<file path="src/rtl/debouncer_pkg.sv">
// rtl/debouncer_pkg.sv - default constants shared by the debouncer modules
package debouncer_pkg;

    localparam int DEB_SYNC_STAGES_DEF   = 2;
    localparam int DEB_STABLE_CYCLES_DEF = 1000;

endpackage

</file>
<file path="src/rtl/module_debouncer_channel.sv">
// rtl/module_debouncer_channel.sv - one debounced channel: synchroniser, stability counter, edge pulses
module module_debouncer_channel
    import debouncer_pkg::*;
#(
    parameter int   SYNC_STAGES   = DEB_SYNC_STAGES_DEF,
    parameter int   STABLE_CYCLES = DEB_STABLE_CYCLES_DEF,
    parameter logic RESET_LEVEL   = 1'b0
) (
    input  logic clk_i,
    input  logic reset_i,
    input  logic sample_tick_i,
    input  logic debouncer_i,
    output logic debouncer_o,
    output logic rise_o,
    output logic fall_o
);

    localparam int CNT_W = $clog2(STABLE_CYCLES + 1);
    localparam logic [CNT_W-1:0] CNT_LAST = CNT_W'(STABLE_CYCLES - 1);
    localparam logic [CNT_W-1:0] CNT_ONE  = CNT_W'(1);

    generate
        if (SYNC_STAGES < 2) begin : g_bad_sync
            $error("SYNC_STAGES must be >= 2");
        end
        if (STABLE_CYCLES < 1) begin : g_bad_stable
            $error("STABLE_CYCLES must be >= 1");
        end
    endgenerate

    logic [SYNC_STAGES-1:0] sync_q;
    logic [CNT_W-1:0]       cnt_q, cnt_d;
    logic                   level_q, level_d;
    logic                   rise_q, rise_d;
    logic                   fall_q, fall_d;
    logic                   sync_bit;

    assign sync_bit = sync_q[SYNC_STAGES-1];

    always_ff @(posedge clk_i or posedge reset_i) begin
        if (reset_i) begin
            sync_q  <= {SYNC_STAGES{RESET_LEVEL}};
            cnt_q   <= '0;
            level_q <= RESET_LEVEL;
            rise_q  <= 1'b0;
            fall_q  <= 1'b0;
        end else begin
            sync_q  <= {sync_q[SYNC_STAGES-2:0], debouncer_i};
            cnt_q   <= cnt_d;
            level_q <= level_d;
            rise_q  <= rise_d;
            fall_q  <= fall_d;
        end
    end

    // Any return to the current output level throws away the partial count.
    always_comb begin
        cnt_d   = cnt_q;
        level_d = level_q;
        rise_d  = 1'b0;
        fall_d  = 1'b0;
        if (sync_bit == level_q) begin
            cnt_d = '0;
        end else if (sample_tick_i) begin
            if (cnt_q == CNT_LAST) begin
                level_d = sync_bit;
                cnt_d   = '0;
                rise_d  = sync_bit;
                fall_d  = ~sync_bit;
            end else begin
                cnt_d = cnt_q + CNT_ONE;
            end
        end
    end

    assign debouncer_o = level_q;
    assign rise_o      = rise_q;
    assign fall_o      = fall_q;

endmodule

</file>
<file path="src/rtl/module_debouncer_multi.sv">
// rtl/module_debouncer_multi.sv - multi-channel debouncer with aggregated change flag
module module_debouncer_multi
    import debouncer_pkg::*;
#(
    parameter int   CHANNELS      = 4,
    parameter int   SYNC_STAGES   = DEB_SYNC_STAGES_DEF,
    parameter int   STABLE_CYCLES = DEB_STABLE_CYCLES_DEF,
    parameter logic RESET_LEVEL   = 1'b0
) (
    input  logic                clk_i,
    input  logic                reset_i,
    input  logic                sample_tick_i,
    input  logic [CHANNELS-1:0] debouncer_i,
    output logic [CHANNELS-1:0] debouncer_o,
    output logic [CHANNELS-1:0] rise_o,
    output logic [CHANNELS-1:0] fall_o,
    output logic                changed_o
);

    generate
        if (CHANNELS < 1) begin : g_bad_channels
            $error("CHANNELS must be >= 1");
        end
    endgenerate

    for (genvar n = 0; n < CHANNELS; n++) begin : g_ch
        module_debouncer_channel #(
            .SYNC_STAGES   (SYNC_STAGES),
            .STABLE_CYCLES (STABLE_CYCLES),
            .RESET_LEVEL   (RESET_LEVEL)
        ) u_channel (
            .clk_i         (clk_i),
            .reset_i       (reset_i),
            .sample_tick_i (sample_tick_i),
            .debouncer_i   (debouncer_i[n]),
            .debouncer_o   (debouncer_o[n]),
            .rise_o        (rise_o[n]),
            .fall_o        (fall_o[n])
        );
    end

    // Pulses are already registered per channel, so the OR adds no latency.
    assign changed_o = |(rise_o | fall_o);

endmodule

</file>
<file path="config.mk">
export PLATFORM = sky130hd
export DESIGN_NAME = module_debouncer_multi
export DESIGN_NICKNAME = d
export VERILOG_FILES = /design/src/rtl/debouncer_pkg.sv /design/src/rtl/module_debouncer_channel.sv /design/src/rtl/module_debouncer_multi.sv
export SDC_FILE = /design/constraint.sdc
export NUM_CORES = 1
export LEC_CHECK = 0
export CORE_UTILIZATION = 55
export DETAILED_ROUTE_END_ITERATION = 10
export GPL_ROUTABILITY_DRIVEN = 0
export PLACE_DENSITY_LB_ADDON = 0.25
export SYNTH_ARGS = -nofsm -noshare
export SYNTH_HDL_FRONTEND = slang
export SYNTH_SLANG_ARGS = --single-unit
</file>
<file path="constraint.sdc">
create_clock -name clk_i -period 4.96 [get_ports clk_i]
set_input_delay 0.992 -clock clk_i [delete_from_list [all_inputs] [get_ports clk_i]]
set_output_delay 0.992 -clock clk_i [all_outputs]
set_load 0.02 [all_outputs]
</file>
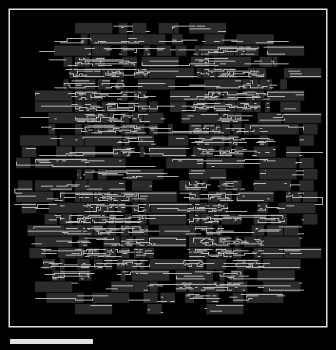
Figure 1: metal 1.
Bar = 20 um.
longest straight run	24.8 um
main direction	horizontal
routed wire length: 5774 um
vias after detailed routing: 2,329
Global Route met1 Usage: 27.01%

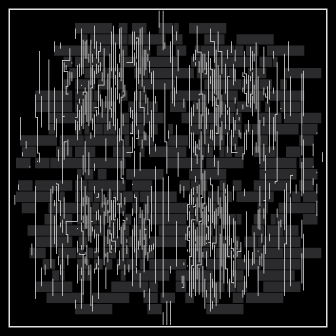
Figure 2: met2 routing.
share of all routed wire	48%
wire length on this layer	2,770 um
longest straight run	29.8 um
nets with wire on the layer	283
main direction	vertical

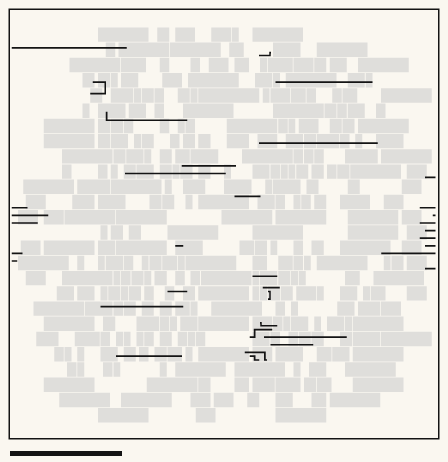
Figure 3: signal wires on met3.
Bar = 20 um.
wire length on this layer	230 um
nets with wire on the layer	28
main direction	horizontal
share of all routed wire	4.0%
longest straight run	20.9 um
Global Route met3 Usage: 7.066%

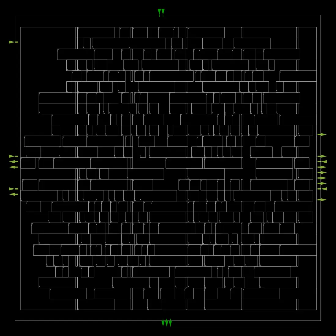
Figure 4: placed standard cells.
flip-flop and latch count: 60
total core area: 0.005238 sq mm

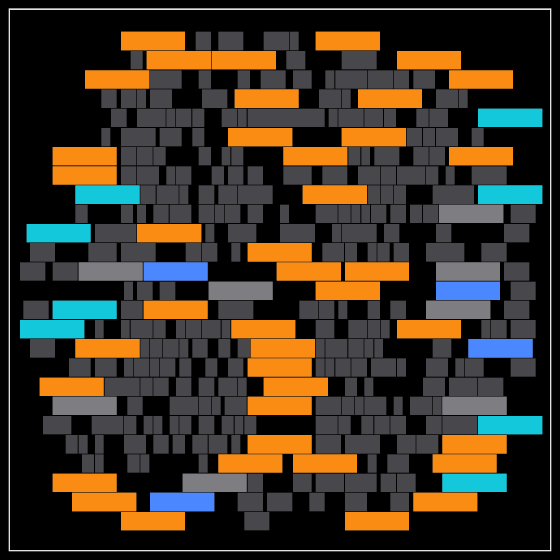
Figure 5: where the registers sit.
color	signal	placed flops
orange	g_ch.u_channel.cnt_q	40
cyan	g_ch.u_channel.sync_q	8
blue	g_ch.u_channel.rise_o	4
not colored	8

==> results.md <==
| Item | This run | Unit |
| --- | --- | --- |
| Total placed instance area | 0.003226 | sq mm |
| Fin crit period | 2.860 | ns |
| Count of input and output buffers | 19 | - |
| Clock Skews | 0.01486 | ns |
| DRC violations left | 0 | - |
| Tool warnings | 26 | - |
| Unrepaired setup endpoints after global routing | false | - |
| Pin count of the biggest net entering global routing | 61 | - |
| Status | completed | - |
| Number of cells in Yosys stat | 304 | - |
| Max FO, Critical Path | 2 | - |
| Final worst hold slack | 0.3509 | ns |
| Cell leakage power | 1.476 | nW |
| Number of buffers inserted for hold repair after clock tree synthesis | 0 | - |
| Power share of the combinational group | 4.7 | % |
| Final Worst Setup Slack | 2.100 | ns |
| Seq share, synth | 49.22 | % |
| Most frequent cells after synthesis | 60 x sky130_fd_sc_hd__dfrtp_1, 35 x sky130_fd_sc_hd__nand2_1, 23 x sky130_fd_sc_hd__nand3_1 | - |
| Number of synthesized flops with an enable pin | 0 | - |
| Global Route Usage Sum | 21.82 | % |
| H-tree level count | 3 | - |
| Number of buffers added for setup after CTS | 0 | - |
| Share of cells above drive strength 1 | 11.76 | % |
| Worst-Margin Slew | 0.7116 | ns |
| Max Transition Viols Final | 0 | - |
| Number of buffers added by the clock tree synthesis step | 9 | - |
| Width of the chip | 76.48 | um |
| Internal Power | 0.7726 | mW |
| Share of total power consumed by net switching | 23.13 | % |
| Yosys synthesis chip area | 0.003050 | sq mm |
| Worst max-slew margin expressed relative to the limit | 52.56 | % |
| Worst ir drop on vdd | 0.0001849 | V |
| Combined area of the multi-input logic cells | 0.001401 | sq mm |
| Library cell used as clock root buffer | sky130_fd_sc_hd__clkbuf_8 | - |
| Antenna diode count | 0 | - |
| Post-synthesis cell type count | 55 | - |
| Filler instances | 421 | - |
| Clock-pin slew reported for the worst setup and hold paths after clock tree synthesis | 0.06 | ns |
| Die boundary height | 76.48 | um |
-- registers in the layout, indices dropped and copies added, names as in the netlist --
| name | count |
|---|---|
| g_ch.u_channel.rise_o | 4 |
| g_ch.u_channel.fall_o | 4 |
| g_ch.u_channel.debouncer_o | 4 |
| g_ch.u_channel.sync_q | 8 |
| g_ch.u_channel.cnt_q | 40 |
-- cell usage in the layout (no fill, tap or decap), types with 4 or more instances in the layout --
master | netlist | routed
sky130_fd_sc_hd__a31oi_1 | 5 | 5
sky130_fd_sc_hd__and2_1 | 5 | 5
sky130_fd_sc_hd__and3_1 | 10 | 10
sky130_fd_sc_hd__clkbuf_8 | 0 | 11
sky130_fd_sc_hd__clkdlybuf4s50_1 | 0 | 19
sky130_fd_sc_hd__dfrtp_1 | 60 | 60
sky130_fd_sc_hd__ha_1 | 4 | 4
sky130_fd_sc_hd__inv_1 | 7 | 6
sky130_fd_sc_hd__mux2_2 | 6 | 6
sky130_fd_sc_hd__nand2_1 | 35 | 35
sky130_fd_sc_hd__nand3_1 | 23 | 23
sky130_fd_sc_hd__nand4_1 | 14 | 14
sky130_fd_sc_hd__nor2_1 | 15 | 15
sky130_fd_sc_hd__nor3_1 | 8 | 8
sky130_fd_sc_hd__nor4_1 | 6 | 6
sky130_fd_sc_hd__o21ai_0 | 12 | 12
sky130_fd_sc_hd__or3_1 | 11 | 11
sky130_fd_sc_hd__xnor2_1 | 6 | 6
sky130_fd_sc_hd__xor2_1 | 7 | 7
-- worst max-delay path: cells and delay by family (launching register included) --
family | cells | cell delay (ns)
flops | 1 | 0.41
buf+inv | 1 | 0.55
simple gates | 2 | 0.56
-- area by class of cell --
cell class	count	area share (%)
sequential	60	43.80
inverter	8	0.8759
clock inverter	4	1.387
timing repair buffer	21	5.985
multi-input combinational	218	40.88
clock buffer	12	4.526
tap	70	2.555
-- worst paths after layout --
kind,start,to,slack (ns)
max,g_ch[2].u_channel.rise_o$_DFF_PP0_,changed_o,2.10
min,g_ch[3].u_channel.sync_q[0]$_DFF_PP0_,g_ch[3].u_channel.sync_q[1]$_DFF_PP0_,0.35
max reg2reg,g_ch[3].u_channel.cnt_q[0]$_DFFE_PP0P_,g_ch[3].u_channel.debouncer_o$_DFFE_PP0P_,3.02
min reg2reg,g_ch[3].u_channel.sync_q[0]$_DFF_PP0_,g_ch[3].u_channel.sync_q[1]$_DFF_PP0_,0.35
max in group asynchronous,reset_i,g_ch[3].u_channel.fall_o$_DFF_PP0_,3.32
min in group asynchronous,reset_i,g_ch[2].u_channel.cnt_q[3]$_DFFE_PP0P_,1.16
-- cell families (layout without fill, tap and decap cells) --
| logic type | Yosys count | in the layout | synth area share (%) |
|---|---|---|---|
| multiplexers | 7 | 7 | 2.543 |
| AND/OR/NAND/NOR | 152 | 152 | 27.44 |
| AND-OR/OR-AND | 40 | 40 | 9.516 |
| XOR/XNOR | 15 | 15 | 4.799 |
| adder cells (fa/ha/maj) | 4 | 4 | 1.641 |
| flip-flops | 60 | 60 | 49.22 |
| buffers and inverters | 26 | 45 | 4.840 |
-- layer usage --
layer | GRT usage (%) | wire (um)
met3 | 7.066 | 229
met2 | 35.50 | 2770
met4 | 8.269 | 98
met1 | 27.01 | 2675
met5 | 0 | 0
Power is estimated from default activity; no workload was simulated.
